$ cat src/rtl/controle_velocidade.sv
// controle_velocidade: debounced accelerate/brake buttons set a 0..2 target; the applied
// level ramps toward it one step per RAMP_CYCLES and drives a registered PWM motor output.
module controle_velocidade #(
    parameter int DEB_CYCLES  = 16,
    parameter int RAMP_CYCLES = 8,
    parameter int PWM_STEP    = 4
) (
    input  logic       clk,
    input  logic       rst_n,
    input  logic       btn_acel_n,
    input  logic       btn_frear_n,
    input  logic       parar,
    output logic [1:0] vel_atual,
    output logic [1:0] vel_alvo,
    output logic       em_rampa,
    output logic       vel_chave1,
    output logic       vel_chave2,
    output logic       pwm_motor
);
    localparam int DW = $clog2(DEB_CYCLES);
    localparam int RW = RAMP_CYCLES > 1 ? $clog2(RAMP_CYCLES) : 1;
    localparam int PW = $clog2(2 * PWM_STEP);

    typedef enum logic [1:0] {PARADO, SOBE, DESCE, ESTAVEL} estado_t;

    estado_t       estado, estado_nxt;
    logic [1:0]    btn_s1, btn_s2, smp, flip, deb, armado, pulso;
    logic          par_s1, par_s2;
    logic [DW-1:0] deb_cnt [2];
    logic [RW-1:0] cnt_rampa, cnt_rampa_nxt;
    logic [PW-1:0] cnt_pwm;
    logic [PW:0]   duty;
    logic [1:0]    atual_nxt, alvo_nxt;
    logic          acel, frear, rampa, passo;

    // Button synchronizers reset to "pressed": a button held across reset never arms, so no pulse follows
    always_ff @(posedge clk or negedge rst_n)
        if (!rst_n) begin
            btn_s1 <= '0;
            btn_s2 <= '0;
            par_s1 <= 1'b0;
            par_s2 <= 1'b0;
        end else begin
            btn_s1 <= {btn_frear_n, btn_acel_n};
            btn_s2 <= btn_s1;
            par_s1 <= parar;
            par_s2 <= par_s1;
        end

    assign smp = ~btn_s2;

    always_comb begin
        flip = '0;
        for (int i = 0; i < 2; i++)
            flip[i] = smp[i] != deb[i] && deb_cnt[i] == DW'(DEB_CYCLES - 1);
    end

    always_ff @(posedge clk or negedge rst_n)
        if (!rst_n) begin
            deb    <= '0;
            armado <= '0;
            pulso  <= '0;
            for (int i = 0; i < 2; i++)
                deb_cnt[i] <= '0;
        end else begin
            for (int i = 0; i < 2; i++)
                deb_cnt[i] <= (smp[i] == deb[i] || flip[i]) ? '0 : deb_cnt[i] + 1'b1;
            deb    <= deb ^ flip;
            pulso  <= flip & smp & armado;
            armado <= armado | ~smp;
        end

    always_comb begin
        acel          = pulso[0] & ~pulso[1];
        frear         = pulso[1] & ~pulso[0];
        alvo_nxt      = par_s2 ? 2'd0
                      : acel   ? (vel_alvo == 2'd2 ? 2'd2 : vel_alvo + 2'd1)
                      : frear  ? (vel_alvo == 2'd0 ? 2'd0 : vel_alvo - 2'd1)
                      : vel_alvo;
        rampa         = estado == SOBE || estado == DESCE;
        passo         = rampa && cnt_rampa == RW'(RAMP_CYCLES - 1);
        atual_nxt     = par_s2 ? 2'd0
                      : !passo ? vel_atual
                      : estado == SOBE ? vel_atual + 2'd1 : vel_atual - 2'd1;
        estado_nxt    = atual_nxt == alvo_nxt ? (atual_nxt == 2'd0 ? PARADO : ESTAVEL)
                      : atual_nxt < alvo_nxt ? SOBE : DESCE;
        cnt_rampa_nxt = (rampa && !passo && (estado_nxt == SOBE || estado_nxt == DESCE))
                      ? cnt_rampa + 1'b1 : '0;
        duty          = (PW+1)'(vel_atual) * (PW+1)'(PWM_STEP);
    end

    always_ff @(posedge clk or negedge rst_n)
        if (!rst_n) begin
            estado    <= PARADO;
            vel_atual <= 2'd0;
            vel_alvo  <= 2'd0;
            cnt_rampa <= '0;
            cnt_pwm   <= '0;
            pwm_motor <= 1'b0;
        end else begin
            estado    <= estado_nxt;
            vel_atual <= atual_nxt;
            vel_alvo  <= alvo_nxt;
            cnt_rampa <= cnt_rampa_nxt;
            cnt_pwm   <= cnt_pwm == PW'(2 * PWM_STEP - 1) ? '0 : cnt_pwm + 1'b1;
            pwm_motor <= {1'b0, cnt_pwm} < duty;
        end

    assign em_rampa   = vel_atual != vel_alvo;
    assign vel_chave1 = vel_atual == 2'd2;
    assign vel_chave2 = vel_atual == 2'd1;
endmodule

$ cat config.mk
export PLATFORM = sky130hd
export DESIGN_NAME = controle_velocidade
export DESIGN_NICKNAME = d
export VERILOG_FILES = /design/src/rtl/controle_velocidade.sv
export SDC_FILE = /design/constraint.sdc
export NUM_CORES = 1
export LEC_CHECK = 0
export CELL_PAD_IN_SITES_DETAIL_PLACEMENT = 1
export CELL_PAD_IN_SITES_GLOBAL_PLACEMENT = 2
export CORE_UTILIZATION = 34
export CTS_BUF_LIST = sky130_fd_sc_hd__clkbuf_8 sky130_fd_sc_hd__clkbuf_16
export DETAILED_ROUTE_END_ITERATION = 16
export PLACE_DENSITY = 0.7
export SLEW_MARGIN = 25
export SYNTH_ARGS = -nofsm -noshare
export SYNTH_HDL_FRONTEND = slang
export SYNTH_SLANG_ARGS = --single-unit
$ cat constraint.sdc
create_clock -name clk -period 2.4 [get_ports clk]
set_input_delay 0.48 -clock clk [delete_from_list [all_inputs] [get_ports clk]]
set_output_delay 0.48 -clock clk [all_outputs]
set_load 0.05 [all_outputs]
==> impl_metrics.env, run 1 <==
# yosys + openroad results
export IMPL_final_cells=190
export IMPL_cp_data_arrival_time_ns=1.81
export IMPL_ys_ff=33
export IMPL_endpoint="vel_chave2"
export IMPL_layout_min_cycle_time_ns=2.29
export IMPL_holdCritPathClass="reg -> reg"
export IMPL_topCellsByArea="dfrtp_1 57%, ha_1 12%, xnor2_1 3.7%"
export IMPL_setup_viol=0
export IMPL_ys_seq_share_pct=57.4
export IMPL_cp_startpoint="vel_atual[1]$_DFF_PN0_"
export IMPL_ff_count=33
export IMPL_boundaryPins=13
export IMPL_fp_util_pct=35.7
export IMPL_final_clkbuf_count=5
export IMPL_ir_worst_vdd_uv=309
export IMPL_ys_sh_xor_pct=6.09
export IMPL_hpwl_mm=1.74
export IMPL_p_seq_w=0.000580
export IMPL_nNonClkInverters=7
export IMPL_nNonClkBuffers=15
export IMPL_grt_max_degree=34
export IMPL_clockNetworkAreaShare_pct=4.73
export IMPL_lay_top_cells="33 x dfrtp_1, 12 x nor2_1, 12 x ha_1, 12 x clkdlybuf4s50_1, 8 x inv_1"
export IMPL_area_growth_pct=21.3
export IMPL_row_count=23
export IMPL_antenna_found_initial=0
export IMPL_ctsHtreeMaxLevel=2
export IMPL_dieArea_mm2=0.00450
export IMPL_comb_power_share_pct=3.6
export IMPL_sh_seq_area_pct=47.3
export IMPL_postPlaceCellArea_mm2=0.00164
export IMPL_grt_ovfl_total=0
export IMPL_adder_share_pct=12.2
export IMPL_p_total_w=0.00100
export IMPL_setup_tns_ns=0
export IMPL_dieWidth_um=67.1
export IMPL_cts_tree="built"
export IMPL_p_leak_nw=0.795
export IMPL_path_cells="buf_4 -> inv_1 -> ha_1 -> clkdlybuf4s50_1"
export IMPL_vias=903
export IMPL_grt_first_pass_wirelength_mm=4.51
export IMPL_antennaDiodeCount=0
export IMPL_comb_share_pct=34.7
export IMPL_slew_headroom_pct=67.1
export IMPL_start_kind="flop"
export IMPL_final_area_mm2=0.00175
export IMPL_routed_wl_mm=2.34
export IMPL_synthArstFlopShare_pct=100
export IMPL_largest_class="registers"
export IMPL_min_period_over_period_pct=95.3
export IMPL_end_kind="output pin"
export IMPL_drv_slew=0
export IMPL_r2r_cells=9
export IMPL_edf_count=0
export IMPL_outcome="complete, no violations"
export IMPL_holdWs_ns=0.353
export IMPL_reg2reg_to="estado[1]$_DFF_PN0_"
export IMPL_dp_cells=182
export IMPL_yosys_area_mm2=0.00144
export IMPL_clkTransAtPathRegs_ns=0.07
export IMPL_die_height_um=67.1
export IMPL_cts_resized=1
export IMPL_report_final_hold_viol_count=0
export IMPL_min_path_cells=0
export IMPL_slowest_stage="clkdlybuf4s50_1"
export IMPL_max_cap_viol_count=0
export IMPL_switchingPower_w=0.000222
export IMPL_comb_cells=77
export IMPL_synthDominantCellAreaShare_pct=57.4
export IMPL_seqPwrFrac_pct=57.8
export IMPL_insertion_delay_ns=0.28
export IMPL_io_buffers=12
export IMPL_fillers=452
export IMPL_setup_slack_ns=0.114
export IMPL_clk_path_buf_depth=2
export IMPL_min_from="btn_s1[0]$_DFF_PN0_"
export IMPL_layout_top_cell="dfrtp_1"
export IMPL_coreArea_mm2=0.00403
export IMPL_drc=0
export IMPL_numClockSinks=33
export IMPL_grt_pass1_vias=1003
export IMPL_powerComb_w=0.0000360
export IMPL_rrSetupSlack_ns=0.14
export IMPL_taps=50
export IMPL_clockRootBuffer="clkbuf_8"
export IMPL_path_delay_family="buffers and inverters"
export IMPL_holdPathEnd="btn_s2[0]$_DFF_PN0_"
export IMPL_synthesis_nets=136
export IMPL_rsz0062_at_grt="true"
export IMPL_avgSynthCellArea_um2=12.3
export IMPL_critPathRequiredTime_ns=1.92
export IMPL_common_cells="33 x dfrtp_1, 14 x ha_1, 12 x nor2_1"
export IMPL_cp_depth=4
export IMPL_hold_buffers=0
export IMPL_yosysTopAreaCell="dfrtp_1"
export IMPL_viasPerCell=4.75
export IMPL_flop_cell="dfrtp_1"
export IMPL_drtPass1Iterations=4
export IMPL_fmax_mhz=437
export IMPL_post_cts_setup_buffers=0
export IMPL_maxPowerGroup="registers"
export IMPL_max_stage_delay_ns=0.79
export IMPL_rr_startpoint="cnt_rampa[0]$_DFF_PN0_"
export IMPL_syn_cell_area_mm2=0.00144
export IMPL_yosys_warnings=0
export IMPL_area_combinational_um2=606
export IMPL_crit_buf_inv=3
export IMPL_critPathKind="reg -> out"
export IMPL_drtIter0Drc=40
export IMPL_syn_inst=117
export IMPL_drive_gt1_share_pct=13.6
export IMPL_cts_made_buffers=5
export IMPL_postRouteAntennaNets=0
export IMPL_max_slew_worst_pin_slew_ns=0.492
export IMPL_warning_count=30
export IMPL_ys_cells=117
export IMPL_path_max_fanout=5
==> run 1: routing by layer <==
metal / vias up / share of wire, % / GRT usage, %
li1: 439 / - / -
met1: 442 / 46 / 17.1
met2: 17 / 46 / 21.9
met3: 5 / 4.7 / 4.11
met4: 0 / 2.3 / 9.57
met5: - / 0 / 0
==> run 1: state kept, by name, indices dropped and copies added, names as in the netlist <==
signal / flops
deb_cnt: 8
cnt_pwm: 3
cnt_rampa: 3
armado: 2
btn_s1: 2
btn_s2: 2
deb: 2
estado: 2
pulso: 2
vel_alvo: 2
vel_atual: 2
par_s1: 1
par_s2: 1
pwm_motor: 1
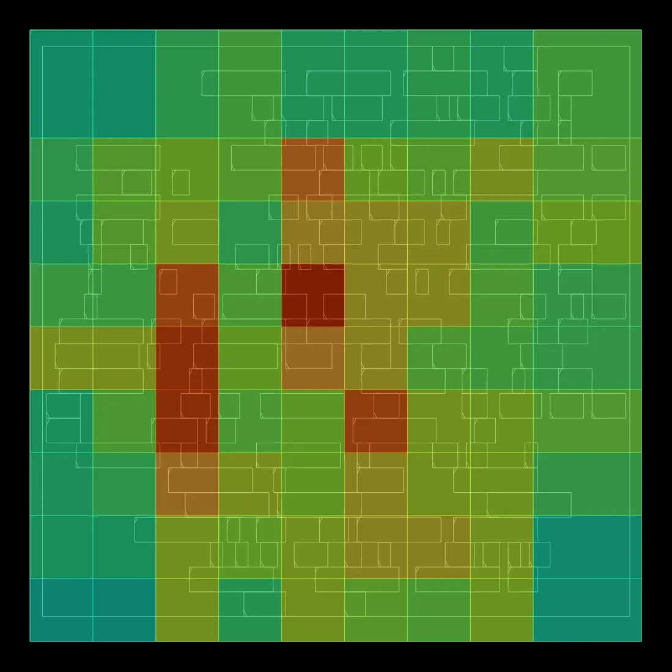
Figure 1: run 1, routing congestion.
Final Core Density: 43.3%
met1 usage: 17.1%
wire per inst: 12.3 um
GRT Util Overall: 14.2%

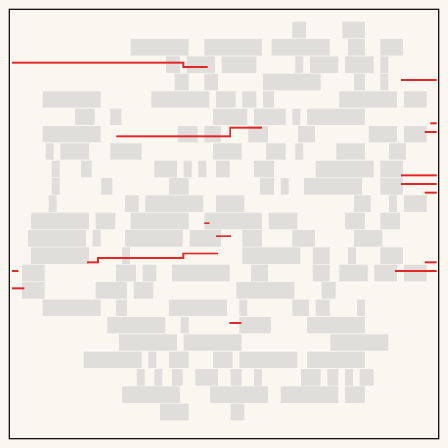
Figure 2: run 1, M3 wires.
Cells faint in the background.
The longest straight run is 26.7 um. The wires run mostly horizontal. The layer carries 110 um of wire. 12 nets have wire on it.

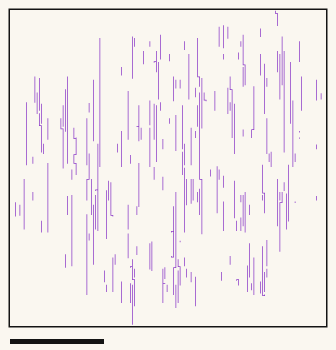
Figure 3: run 1, signal wires on met2.
Scale bar: 20 um.
The layer carries 1090 um of wire. The wires run mostly vertical. The longest straight run is 27.2 um. The layer holds 46% of the routed length.

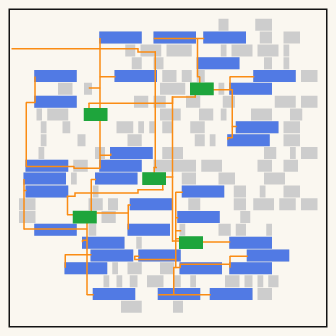
Figure 4: run 1, clock wires, drivers and flops.
clock wires: in orange, length 426 um. clock-net drivers: in green, count 5. flip-flops: in blue, count 33.
There are 6 routed clock nets. Position of the flops: widely spread.
Power Clock: 0.000387 W
clk_skew: 0.00673 ns

Figure 5. Metal 1 (run 1).
Scale bar: 20 um. Supply wires on this layer in gray.
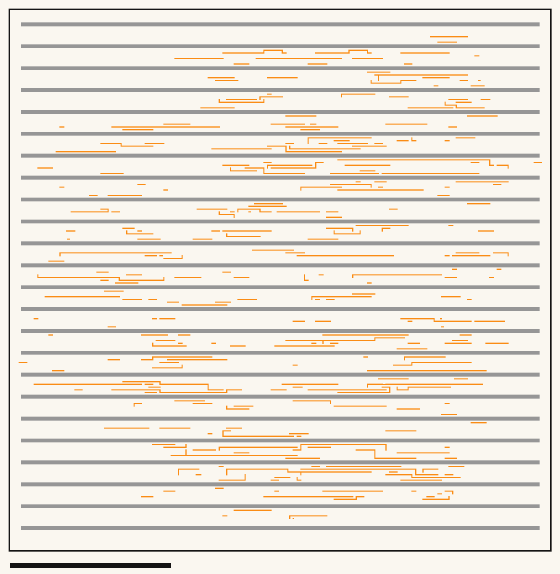

## Run 2: what changed since run 1
CORE_UTILIZATION = 37   (was 34)
CTS_CLUSTER_SIZE = 28   (was unset)
DONT_BUFFER_PORTS = 1   (was unset)
PLACE_DENSITY = unset   (was 0.7)
PLACE_DENSITY_LB_ADDON = 0.1   (was unset)
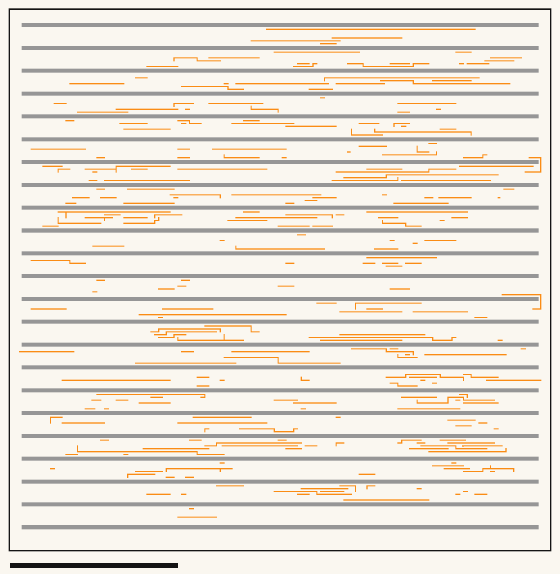
Figure 6: run 2, metal 1.
Scale bar: 20 um. Supply wires on this layer in gray.
The longest straight run is 24.8 um. 135 nets have wire on it. The layer carries 1140 um of wire. The layer holds 46% of the routed length. The wires run mostly horizontal.
vias post-DR: 874
met1 usage: 17.4%
routed wire length: 2.47 mm

==> run 2 against run 1 <==
First-iteration DRC count shrank 7.5%. Flip-flop count did not move. Sequential share of layout area grew 2.1 points. Largest power group unchanged. Core utilization grew 2.0 points. Critical path type is now reg -> reg.
==> impl_metrics.env, run 2 <==
# yosys + openroad results
export IMPL_wl_met1_mm=1.14
export IMPL_cts_made_buffers=5
export IMPL_cp_data_arrival_time_ns=2.47
export IMPL_largest_reg_flops=8
export IMPL_hold_buffers=1
export IMPL_path_max_fanout=4
export IMPL_crit_buf_inv=0
export IMPL_p_total_w=0.00102
export IMPL_fmax_mhz=435
export IMPL_final_clkbuf_count=6
export IMPL_holdWs_ns=0.0293
export IMPL_layout_top_cell="dfrtp_1"
export IMPL_skew_ns=0.00439
export IMPL_final_cells=178
export IMPL_wl_met3_um=104
export IMPL_antenna_found_initial=0
export IMPL_dieArea_mm2=0.00414
export IMPL_sh_seq_area_pct=49.4
export IMPL_die_height_um=64.4
export IMPL_reg2reg_to="estado[1]$_DFF_PN0_"
export IMPL_ys_ff=33
export IMPL_start_kind="flop"
export IMPL_synthDominantCellAreaShare_pct=57.4
export IMPL_outcome="complete, no violations"
export IMPL_topCellsByArea="dfrtp_1 57%, ha_1 12%, xnor2_1 3.7%"
export IMPL_drtPass1Iterations=3
export IMPL_critPathRequiredTime_ns=2.57
export IMPL_rr_startpoint="cnt_rampa[0]$_DFF_PN0_"
export IMPL_coreArea_mm2=0.00369
export IMPL_fin_util_pct=45.3
export IMPL_clockRootBuffer="clkbuf_8"
export IMPL_hpwl_mm=1.74
export IMPL_cp_startpoint="cnt_rampa[0]$_DFF_PN0_"
export IMPL_rsz0062_at_grt="false"
export IMPL_nNonClkBuffers=6
export IMPL_nNonClkInverters=7
export IMPL_clkTransAtPathRegs_ns=0.06
export IMPL_ff_count=33
export IMPL_drc=0
export IMPL_largest_class="registers"
export IMPL_dr_wl_met2_mm=1.21
export IMPL_slew_headroom_pct=65.1
export IMPL_grt_ovfl_total=0
export IMPL_rrSetupSlack_ns=0.10
export IMPL_track_usage_pct=15.3
export IMPL_comb_share_pct=36.8
export IMPL_use_met2_pct=23.3
export IMPL_numClockSinks=33
export IMPL_taps=48
export IMPL_antennaDiodeCount=0
export IMPL_endpoint="estado[1]$_DFF_PN0_"
export IMPL_path_cells="ha_1 -> ha_2 -> and2b_2 -> xnor2_1 -> or2_2 -> ha_4 -> nand2b_1 -> a21oi_2 -> o21ba_2"
export IMPL_yosys_warnings=0
export IMPL_max_slew_worst_pin_slew_ns=0.525
export IMPL_report_final_hold_viol_count=0
export IMPL_clockNetworkAreaShare_pct=5.16
export IMPL_lay_top_cells="33 x dfrtp_1, 12 x nor2_1, 12 x ha_1, 8 x inv_1"
export IMPL_end_kind="flop"
export IMPL_cp_depth=9
export IMPL_synthArstFlopShare_pct=100
export IMPL_path_delay_family="simple AND/OR/NAND/NOR gates"
export IMPL_holdCritPathClass="in -> async"
export IMPL_io_buffers=0
export IMPL_ys_cells=117
export IMPL_edf_count=0
export IMPL_busiest_layer="met2"
export IMPL_post_cts_setup_buffers=0
export IMPL_warning_count=29
export IMPL_cts_resized=1
export IMPL_fp_util_pct=39.0
export IMPL_yosys_area_mm2=0.00144
export IMPL_row_count=22
export IMPL_max_stage_delay_ns=0.39
export IMPL_avgSynthCellArea_um2=12.3
export IMPL_setup_tns_ns=0
export IMPL_postRouteAntennaNets=0
export IMPL_drtIter0Drc=37
export IMPL_min_period_over_period_pct=95.7
export IMPL_ctsHtreeMaxLevel=2
export IMPL_drv_slew=0
export IMPL_ir_worst_vdd_uv=369
export IMPL_common_cells="33 x dfrtp_1, 14 x ha_1, 12 x nor2_1"
export IMPL_grt_pass1_vias=1005
export IMPL_boundaryPins=13
export IMPL_dr_max_layer_used="met4"
export IMPL_dieWidth_um=64.4
export IMPL_syn_cell_area_mm2=0.00144
export IMPL_final_area_mm2=0.00167
export IMPL_flop_cell="dfrtp_1"
export IMPL_clk_path_buf_depth=2
export IMPL_syn_inst=117
export IMPL_dp_cells=169
export IMPL_grt_first_pass_wirelength_mm=4.53
export IMPL_viasPerCell=4.91
export IMPL_area_growth_pct=16.2
export IMPL_critPathKind="reg -> reg"
export IMPL_postPlaceCellArea_mm2=0.00153
[run 2: netlist changes by cell type in the layout (fill, tap and decap cells not counted), sizes merged]
cell / previous run / this run
buf: 3 / 6
clkdlybuf4s50: 12 / 0
clkbuf: 5 / 6
clkinv: 2 / 0
[run 2: logic make-up after synthesis]
logic type / Yosys count / synth area share, %
and+or+nand+nor: 37 / 13.7
DFF: 33 / 57.4
AOI/OAI and AO/OA: 14 / 7.48
adders and majority gates: 14 / 12.2
xor gates and xnor gates: 10 / 6.09
buffers and inverters: 7 / 1.83
muxes: 2 / 1.39
[run 2: where the power goes]
group	internal [W]	switching, W	total [W]	leakage [nW]
Clock	0.000223	0.000183	0.000405	0.0485
Combinational	0.0000127	0.0000203	0.0000330	0.297
Sequential	0.000570	0.0000107	0.000580	0.428
Figure 7. M3 wires (run 2).
Cells faint in the background.
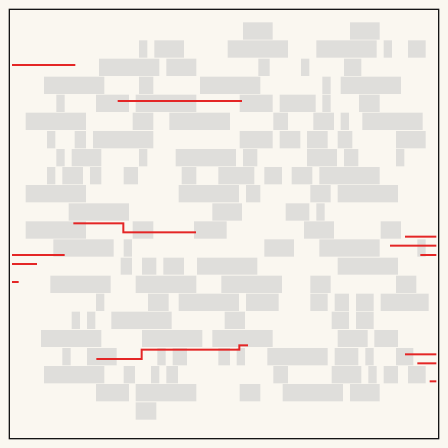

## Run 3: what changed since run 2
GPL_TIMING_DRIVEN = 0   (was unset)
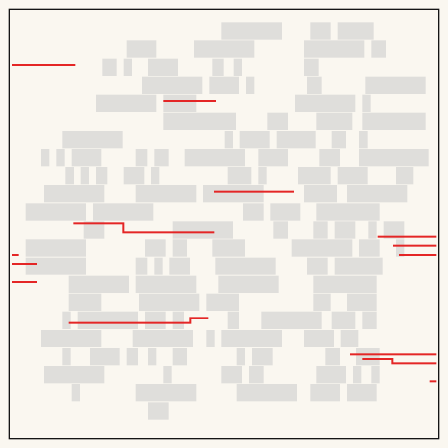
Figure 8: run 3, M3 wires.
Cells faint in the background.
11 nets have wire on it. The layer holds 4.9% of the routed length. The wires run mostly horizontal.
vias post-DR: 862
routing usage on met3: 5.89%
routed wire length: 2.53 mm

==> run 3 against run 2 <==
Register-to-register slack got worse by 0.02 ns. Combinational power fell by 3%. First-iteration DRC count fell by 51%. Flip-flop count did not move. Highest routed layer unchanged.
==> impl_metrics.env, run 3 <==
# yosys + openroad results
export IMPL_insertion_delay_ns=0.28
export IMPL_outcome="complete, no violations"
export IMPL_antennaDiodeCount=0
export IMPL_grt_first_pass_wirelength_mm=4.35
export IMPL_common_cells="33 x dfrtp_1, 14 x ha_1, 12 x nor2_1"
export IMPL_syn_inst=117
export IMPL_p_sw_share_pct=19.8
export IMPL_rr_startpoint="cnt_rampa[0]$_DFF_PN0_"
export IMPL_start_kind="flop"
export IMPL_ir_worst_vdd_uv=466
export IMPL_yosysTopAreaCell="dfrtp_1"
export IMPL_postPlaceCellArea_mm2=0.00150
export IMPL_synthDominantCellAreaShare_pct=57.4
export IMPL_p_leak_nw=0.767
export IMPL_warning_count=29
export IMPL_seqPwrFrac_pct=50.8
export IMPL_dp_cells=165
export IMPL_fin_util_pct=46.7
export IMPL_drc=0
export IMPL_fmax_mhz=432
export IMPL_holdWs_ns=0.0233
export IMPL_layout_top_cell="dfrtp_1"
export IMPL_synthArstFlopShare_pct=100
export IMPL_numClockSinks=33
export IMPL_dieArea_mm2=0.00414
export IMPL_lay_top_cells="29 x dfrtp_1, 12 x nor2_1, 10 x ha_1, 8 x inv_1, 6 x clkbuf_8"
export IMPL_avgSynthCellArea_um2=12.3
export IMPL_slowest_stage="dfrtp_1"
export IMPL_top_register="deb_cnt"
export IMPL_track_usage_pct=14.5
export IMPL_rsz0062_at_grt="false"
export IMPL_ys_seq_share_pct=57.4
export IMPL_ys_top_logic_family="simple AND/OR/NAND/NOR gates"
export IMPL_postRouteAntennaNets=0
export IMPL_setup_viol=0
export IMPL_slew_headroom_pct=66.7
export IMPL_row_count=22
export IMPL_grt_max_degree=34
export IMPL_yosys_warnings=0
export IMPL_pg_clk_w=0.000529
export IMPL_max_slew_worst_pin_slew_ns=0.500
export IMPL_path_max_fanout=4
export IMPL_clk_path_buf_depth=2
export IMPL_comb_power_share_pct=2.8
export IMPL_ys_sh_xor_pct=6.09
export IMPL_r2r_cells=9
export IMPL_use_met2_pct=22.5
export IMPL_cts_made_buffers=5
export IMPL_synthesis_nets=136
export IMPL_setup_slack_ns=0.0852
export IMPL_max_stage_delay_ns=0.39
export IMPL_ys_cells=117
export IMPL_drtPass1Iterations=4
export IMPL_area_growth_pct=19.7
export IMPL_dieWidth_um=64.4
export IMPL_io_buffers=0
export IMPL_mux_share_pct=1.39
export IMPL_dr_wl_met2_mm=1.29
export IMPL_antenna_found_initial=0
export IMPL_boundaryPins=13
export IMPL_cp_data_arrival_time_ns=2.49
export IMPL_intPower_w=0.000916
export IMPL_clockRootBuffer="clkbuf_8"
export IMPL_reg2reg_to="estado[1]$_DFF_PN0_"
export IMPL_grt_ovfl_total=0
export IMPL_flop_cell="dfrtp_1"
export IMPL_coreArea_mm2=0.00369
export IMPL_ys_sh_aoi_pct=7.48
export IMPL_crit_buf_inv=0
export IMPL_cp_startpoint="cnt_rampa[0]$_DFF_PN0_"
export IMPL_rrSetupSlack_ns=0.09
export IMPL_final_cells=175
export IMPL_min_period_over_period_pct=96.5
export IMPL_path_cells="ha_2 -> ha_4 -> and2b_2 -> xnor2_1 -> or2_2 -> ha_4 -> nand2b_1 -> a21oi_2 -> o21ba_2"
export IMPL_largest_reg_flops=8
export IMPL_dr_max_layer_used="met4"
export IMPL_max_cap_viol_count=0
export IMPL_setup_tns_ns=0
export IMPL_yosys_area_mm2=0.00144
export IMPL_ctsHtreeMaxLevel=2
export IMPL_wl_met3_um=124
export IMPL_grt_pass1_vias=936
export IMPL_adder_share_pct=12.2
export IMPL_skew_ns=0.00423
export IMPL_holdCritPathClass="in -> async"
export IMPL_layout_min_cycle_time_ns=2.31
export IMPL_clkTransAtPathRegs_ns=0.07
export IMPL_cp_depth=9
export IMPL_end_kind="flop"
export IMPL_die_height_um=64.4
export IMPL_switchingPower_w=0.000226
export IMPL_area_combinational_um2=658
export IMPL_syn_cell_area_mm2=0.00144
export IMPL_wl_per_cell_um=14.5
export IMPL_edf_count=0
export IMPL_maxPowerGroup="registers"
export IMPL_powerComb_w=0.0000321
export IMPL_grt_use_met1_pct=17.1
export IMPL_ys_sh_simple_pct=13.7
export IMPL_critPathKind="reg -> reg"
export IMPL_viasPerCell=4.93
run 3: cell counts after synthesis:
Identical to the previous run, type by type.
run 3: kinds of logic (layout without fill, tap and decap cells):
group / count (synthesis) / in the layout
simple gates: 37 / 37
flops: 33 / 33
fa+ha+maj: 14 / 14
compound gates: 14 / 14
xor+xnor: 10 / 10
buf+inv: 7 / 17
mux: 2 / 2
run 3: area by class of cell:
cell class	count	share of cell area, %
well taps	48	3.49
repair buffers	2	1.60
inverters	7	1.53
clock buffers	6	4.80
clock inverters	2	1.96
multi-input cells	77	38.2
flip-flops and latches	33	48.4
run 3: repair_timing:
action | in CTS | in global routing
setup buffers | 0 | 1
hold buffers | 1 | 0
gates resized | 8 | 8
hold endpoints to repair | 33 | 0
setup endpoints to repair | 5 | 5
pin swaps | 0 | 3
No activity file was given, so power comes from the tool's default toggle rates.
